**src/rtl/sys_array_pkg.sv**
```systemverilog
`default_nettype none
// ============================================================================
// Module      : sys_array_pkg
// Description : Shared types and helpers for the systolic-array result path.
//               - state_t     : drain FSM states (IDLE, SEND, GAP)
//               - idx_width() : index width, max(1, $clog2(n))
//               - elem_count(): number of result elements in a matrix
// Revision    : 1.0 - initial release
// ============================================================================
package sys_array_pkg;

    typedef enum logic [1:0] {
        ST_IDLE = 2'd0,
        ST_SEND = 2'd1,
        ST_GAP  = 2'd2
    } state_t;

    // Default array geometry and the element count it implies.
    localparam int c_DEF_ARRAY_W   = 4;
    localparam int c_DEF_ARRAY_L   = 4;
    localparam int c_ELEM_COUNT    = c_DEF_ARRAY_W * c_DEF_ARRAY_L;

    // A 1-entry dimension still needs a 1-bit index port.
    function automatic int idx_width(input int n);
        int w;
        w = $clog2(n);
        return (w < 1) ? 1 : w;
    endfunction

    function automatic int elem_count(input int w, input int l);
        return w * l;
    endfunction

endpackage
`default_nettype wire

```
**src/rtl/sys_array_pace_counter.sv**
```systemverilog
`default_nettype none
// ============================================================================
// Module      : sys_array_pace_counter
// Description : Loadable down-counter that times the idle gap between two
//               streamed result elements. Loaded when an element is accepted,
//               counts while the reader sits in its gap state, and raises
//               o_expire on the last gap cycle.
// Ports       : clk        - system clock
//               reset_n    - asynchronous active-low reset
//               i_load     - reload the counter (element just accepted)
//               i_count_en - decrement while in the gap state
//               o_expire   - counter reached zero: gap ends this cycle
// Revision    : 1.0 - initial release
// ============================================================================
module sys_array_pace_counter #(
    parameter int CLOCK_DIVIDE = 2
) (
    input  logic clk,
    input  logic reset_n,
    input  logic i_load,
    input  logic i_count_en,
    output logic o_expire
);

    localparam int c_CNT_W    = (CLOCK_DIVIDE < 1) ? 1 : CLOCK_DIVIDE;
    // The gap lasts 2**CLOCK_DIVIDE-1 cycles and the expiring cycle is one of
    // them, so the counter starts one below that.
    localparam int c_LOAD_VAL = (CLOCK_DIVIDE < 1) ? 0 : (2 ** CLOCK_DIVIDE) - 2;

    logic [c_CNT_W-1:0] r_count;

    always_ff @(posedge clk or negedge reset_n) begin
        if (!reset_n) begin
            r_count <= '0;
        end else if (i_load) begin
            r_count <= c_CNT_W'(c_LOAD_VAL);
        end else if (i_count_en && (r_count != '0)) begin
            r_count <= r_count - 1'b1;
        end
    end

    assign o_expire = (r_count == '0);

endmodule
`default_nettype wire

```
**src/rtl/sys_array_result_reader.sv**
```systemverilog
`default_nettype none
// ============================================================================
// Module      : sys_array_result_reader
// Description : Captures the ARRAY_W x ARRAY_L result matrix of the systolic
//               array on comp_done and streams it out row-major over a
//               valid/ready interface, with 2**CLOCK_DIVIDE-1 idle cycles
//               between elements so a slow consumer can follow.
// Ports       : clk        - system clock
//               reset_n    - asynchronous active-low reset
//               comp_done  - one-cycle pulse, res_data valid
//               res_data   - flat matrix, (r,c) at [(r*ARRAY_L+c)*RES_WIDTH +: RES_WIDTH]
//               out_ready  - consumer accepts the current element
//               out_valid  - out_data/out_row/out_col valid
//               out_data   - current element
//               out_row    - row index of current element
//               out_col    - column index of current element
//               busy       - drain in progress
//               drain_done - one-cycle pulse after the last element is accepted
//               overrun    - sticky: comp_done seen while busy
// Revision    : 1.0 - initial release
// ============================================================================
module sys_array_result_reader
    import sys_array_pkg::*;
#(
    parameter  int DATA_WIDTH   = 8,
    parameter  int RES_WIDTH    = 4 * DATA_WIDTH,
    parameter  int ARRAY_W      = 4,
    parameter  int ARRAY_L      = 4,
    parameter  int CLOCK_DIVIDE = 2,
    localparam int c_ROW_W      = idx_width(ARRAY_W),
    localparam int c_COL_W      = idx_width(ARRAY_L)
) (
    input  logic                                 clk,
    input  logic                                 reset_n,
    input  logic                                 comp_done,
    input  logic [ARRAY_W*ARRAY_L*RES_WIDTH-1:0] res_data,
    input  logic                                 out_ready,
    output logic                                 out_valid,
    output logic [RES_WIDTH-1:0]                 out_data,
    output logic [c_ROW_W-1:0]                   out_row,
    output logic [c_COL_W-1:0]                   out_col,
    output logic                                 busy,
    output logic                                 drain_done,
    output logic                                 overrun
);

    localparam int                   c_ELEMS    = elem_count(ARRAY_W, ARRAY_L);
    localparam int                   c_IDX_W    = idx_width(c_ELEMS);
    localparam logic [c_IDX_W-1:0]   c_LAST_IDX = c_IDX_W'(c_ELEMS - 1);
    localparam logic [c_COL_W-1:0]   c_LAST_COL = c_COL_W'(ARRAY_L - 1);

    state_t               r_state;
    logic [RES_WIDTH-1:0] r_buf [c_ELEMS];
    logic [c_IDX_W-1:0]   r_idx;

    logic                 w_handshake;
    logic                 w_last;
    logic                 w_gap_load;
    logic                 w_gap_expire;
    logic [c_IDX_W-1:0]   w_idx_next;
    logic [c_ROW_W-1:0]   w_row_next;
    logic [c_COL_W-1:0]   w_col_next;

    assign w_handshake = (r_state == ST_SEND) && out_valid && out_ready;
    assign w_last      = (r_idx == c_LAST_IDX);
    assign w_gap_load  = w_handshake && !w_last;
    assign w_idx_next  = r_idx + 1'b1;

    // Row-major successor of the current (row, col).
    always_comb begin
        w_row_next = out_row;
        w_col_next = out_col + 1'b1;
        if (out_col == c_LAST_COL) begin
            w_col_next = '0;
            w_row_next = out_row + 1'b1;
        end
    end

    sys_array_pace_counter #(
        .CLOCK_DIVIDE (CLOCK_DIVIDE)
    ) u_pace (
        .clk        (clk),
        .reset_n    (reset_n),
        .i_load     (w_gap_load),
        .i_count_en (r_state == ST_GAP),
        .o_expire   (w_gap_expire)
    );

    always_ff @(posedge clk or negedge reset_n) begin
        if (!reset_n) begin
            r_state    <= ST_IDLE;
            r_idx      <= '0;
            out_valid  <= 1'b0;
            out_data   <= '0;
            out_row    <= '0;
            out_col    <= '0;
            busy       <= 1'b0;
            drain_done <= 1'b0;
            overrun    <= 1'b0;
            for (int i = 0; i < c_ELEMS; i++) begin
                r_buf[i] <= '0;
            end
        end else begin
            drain_done <= 1'b0;
            case (r_state)
                ST_IDLE: begin
                    if (comp_done) begin
                        for (int i = 0; i < c_ELEMS; i++) begin
                            r_buf[i] <= res_data[i*RES_WIDTH +: RES_WIDTH];
                        end
                        // Element 0 comes straight from the bus so it can be
                        // presented on the very next cycle.
                        out_data  <= res_data[0 +: RES_WIDTH];
                        out_row   <= '0;
                        out_col   <= '0;
                        r_idx     <= '0;
                        out_valid <= 1'b1;
                        busy      <= 1'b1;
                        overrun   <= 1'b0;
                        r_state   <= ST_SEND;
                    end
                end

                ST_SEND: begin
                    if (comp_done) begin
                        overrun <= 1'b1;
                    end
                    if (w_handshake) begin
                        if (w_last) begin
                            out_valid  <= 1'b0;
                            busy       <= 1'b0;
                            drain_done <= 1'b1;
                            r_idx      <= '0;
                            out_row    <= '0;
                            out_col    <= '0;
                            r_state    <= ST_IDLE;
                        end else begin
                            // Next element is loaded now; in the paced case it
                            // simply waits behind out_valid=0 for the gap.
                            r_idx    <= w_idx_next;
                            out_row  <= w_row_next;
                            out_col  <= w_col_next;
                            out_data <= r_buf[w_idx_next];
                            if (CLOCK_DIVIDE == 0) begin
                                out_valid <= 1'b1;
                                r_state   <= ST_SEND;
                            end else begin
                                out_valid <= 1'b0;
                                r_state   <= ST_GAP;
                            end
                        end
                    end
                end

                ST_GAP: begin
                    if (comp_done) begin
                        overrun <= 1'b1;
                    end
                    if (w_gap_expire) begin
                        out_valid <= 1'b1;
                        r_state   <= ST_SEND;
                    end
                end

                default: begin
                    out_valid <= 1'b0;
                    busy      <= 1'b0;
                    r_state   <= ST_IDLE;
                end
            endcase
        end
    end

endmodule
`default_nettype wire

```
**config.mk**
```make
export PLATFORM = sky130hd
export DESIGN_NAME = sys_array_result_reader
export DESIGN_NICKNAME = d
export VERILOG_FILES = /design/src/rtl/sys_array_pkg.sv /design/src/rtl/sys_array_pace_counter.sv /design/src/rtl/sys_array_result_reader.sv
export SDC_FILE = /design/constraint.sdc
export NUM_CORES = 1
export LEC_CHECK = 0
export CORE_ASPECT_RATIO = 0.6
export CORE_MARGIN = 1
export CORE_UTILIZATION = 55
export DETAILED_ROUTE_END_ITERATION = 10
export MAX_ROUTING_LAYER = met4
export PLACE_DENSITY = 0.83
export SETUP_SLACK_MARGIN = 0.02
export SLEW_MARGIN = 20
export SYNTH_ARGS = -nofsm -noshare
export SYNTH_HDL_FRONTEND = slang
export SYNTH_SLANG_ARGS = --single-unit
```
**constraint.sdc**
```tcl
create_clock -name clk -period 5.8 [get_ports clk]
set_input_delay 0.87 -clock clk [delete_from_list [all_inputs] [get_ports clk]]
set_output_delay 0.87 -clock clk [all_outputs]
set_load 0.02 [all_outputs]
```
==> design notes <==
The run finished with clean final reports. Per the synth log, the flip-flop and latch total comes to 560. Chip area line of the yosys report: 25400 um^2.

The register with the most flip-flops in the layout has 512 of them. Setup repair after global routing left no endpoint under its margin. The tools report the reg2reg setup slack as 2.23 ns. OpenSTA lists the critical path startpoint as r_idx[0]. The area fraction of the dominant cell type after synthesis is 55.2%, and the final net count is 2606.

The total net switching power was 5.84 mW. Adding up every negative setup slack in the final design gives 0 ns. Final critical path time including I/O delays and setup: 3.57 ns. Before placement the cells fill 56.2% of the core.

Of the combinational cells, the family taking the most area is multiplexers. The run gives 0 as the number of buffers added to fix hold violations after cts. The highest routed metal layer is met4. The count of buffer and inverter cells on the critical path is 1, and the post-detailed-placement cell area is 31400 um^2. The clock reaches the later pin of the worst-skew pair after 0.58 ns.

The repair_antennas step left the layout with diodes totalling 31. The run gives 31 as the number of antenna violations at the first check in global routing. Looking at the clock tree report, the root buffer type is clkbuf_16. The main power-consuming group is combinational logic. The layout report gives the multi-input gate share of total cell area as 32.5%. In the final layout, the share of cells above drive strength 1 is 36.9%. The multi-input combinational cells in the finished layout cover a total of 10800 um^2. The tools report the DRC violation total after the first TritonRoute iteration as 1082.

The tools report the element type at the critical path start as a flip-flop. The run gives 37 as the unique cell type count in the Yosys netlist. In this run the cell area of the synthesized design comes to 25400 um^2. The flow reports that the clock network draws 19.4% of the design power. With the number of global-route vias before repair at 17000, the cell internal power dissipation is 12.5 mW. The first global-routing pass estimated 102 mm of wire.

The final power report lists total power as 18.3 mW. met2 track demand over resource after global routing is 48.1%. Counting pins that exceed their max-slew limit in the final report gives 0. The placement report lists the number of port buffers as 555. TritonCTS built the clock tree.

The number of failing setup endpoints in the final timing report was 0; the antenna violation net count after detailed routing was 0. Summed over all nets, wire length on met3 after detailed routing comes to 3.99 mm. A synthesized cell averages 16.2 um^2. The leading cell category by total area was sequential cells.

Per the TritonCTS log, the buffer count is 51.
==> images/zoom.png <==
Region (57, 114) to (82, 139) um. Cells in gray, sequential cells in the stronger gray; small squares are vias.
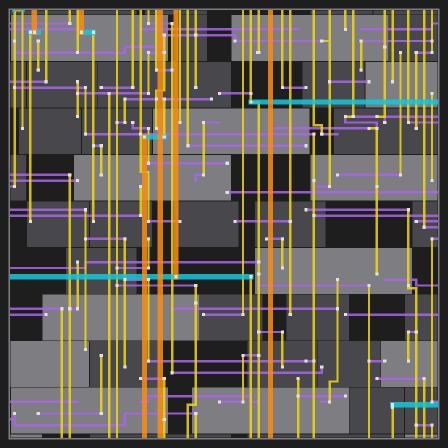
met4: in orange. met2: in yellow. met3: in cyan. met1: in purple.
Most frequent: dfrtp_1 (10), clkdlybuf4s50_1 (9), mux2_2 (8). Sequential cells in the window: 10. 30 logic cells have their middle in the window. Netlist names of flops here include `r_buf` (9), `out_data` (1).

==> images/met1.png <==
(2 px per um)
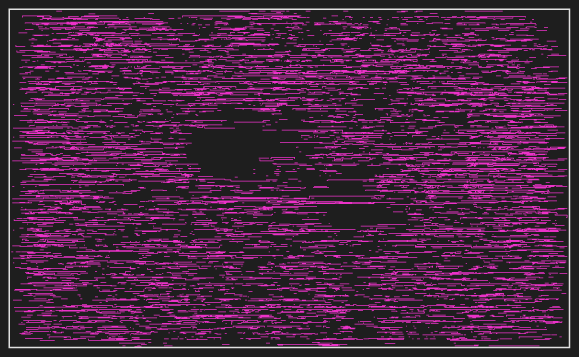
The layer carries 26.5 mm of wire. The layer holds 39% of the routed length. The longest straight run is 40.9 um. 2356 nets have wire on it.
met1 Usage GRT: 36.4%
via count: 15800
Detailed Route WL: 67.5 mm

==> images/drive_strength.png <==
(2 px per um)
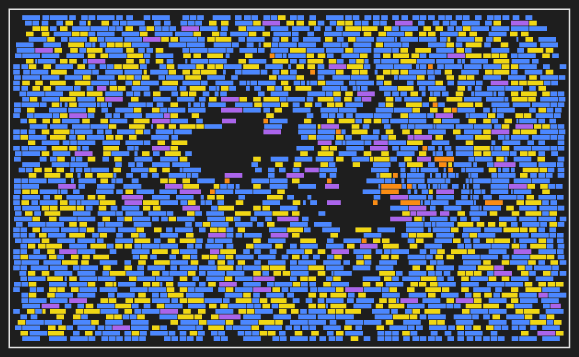
drive 6 and up: in purple, cells 77, share 3.6%. drive 2: in yellow, cells 685, share 32%. drive 1 or less: in blue, cells 1341, share 63%. drive 3 to 4: in orange, cells 22, share 1.0%.

Power and IR drop assume default switching activity.
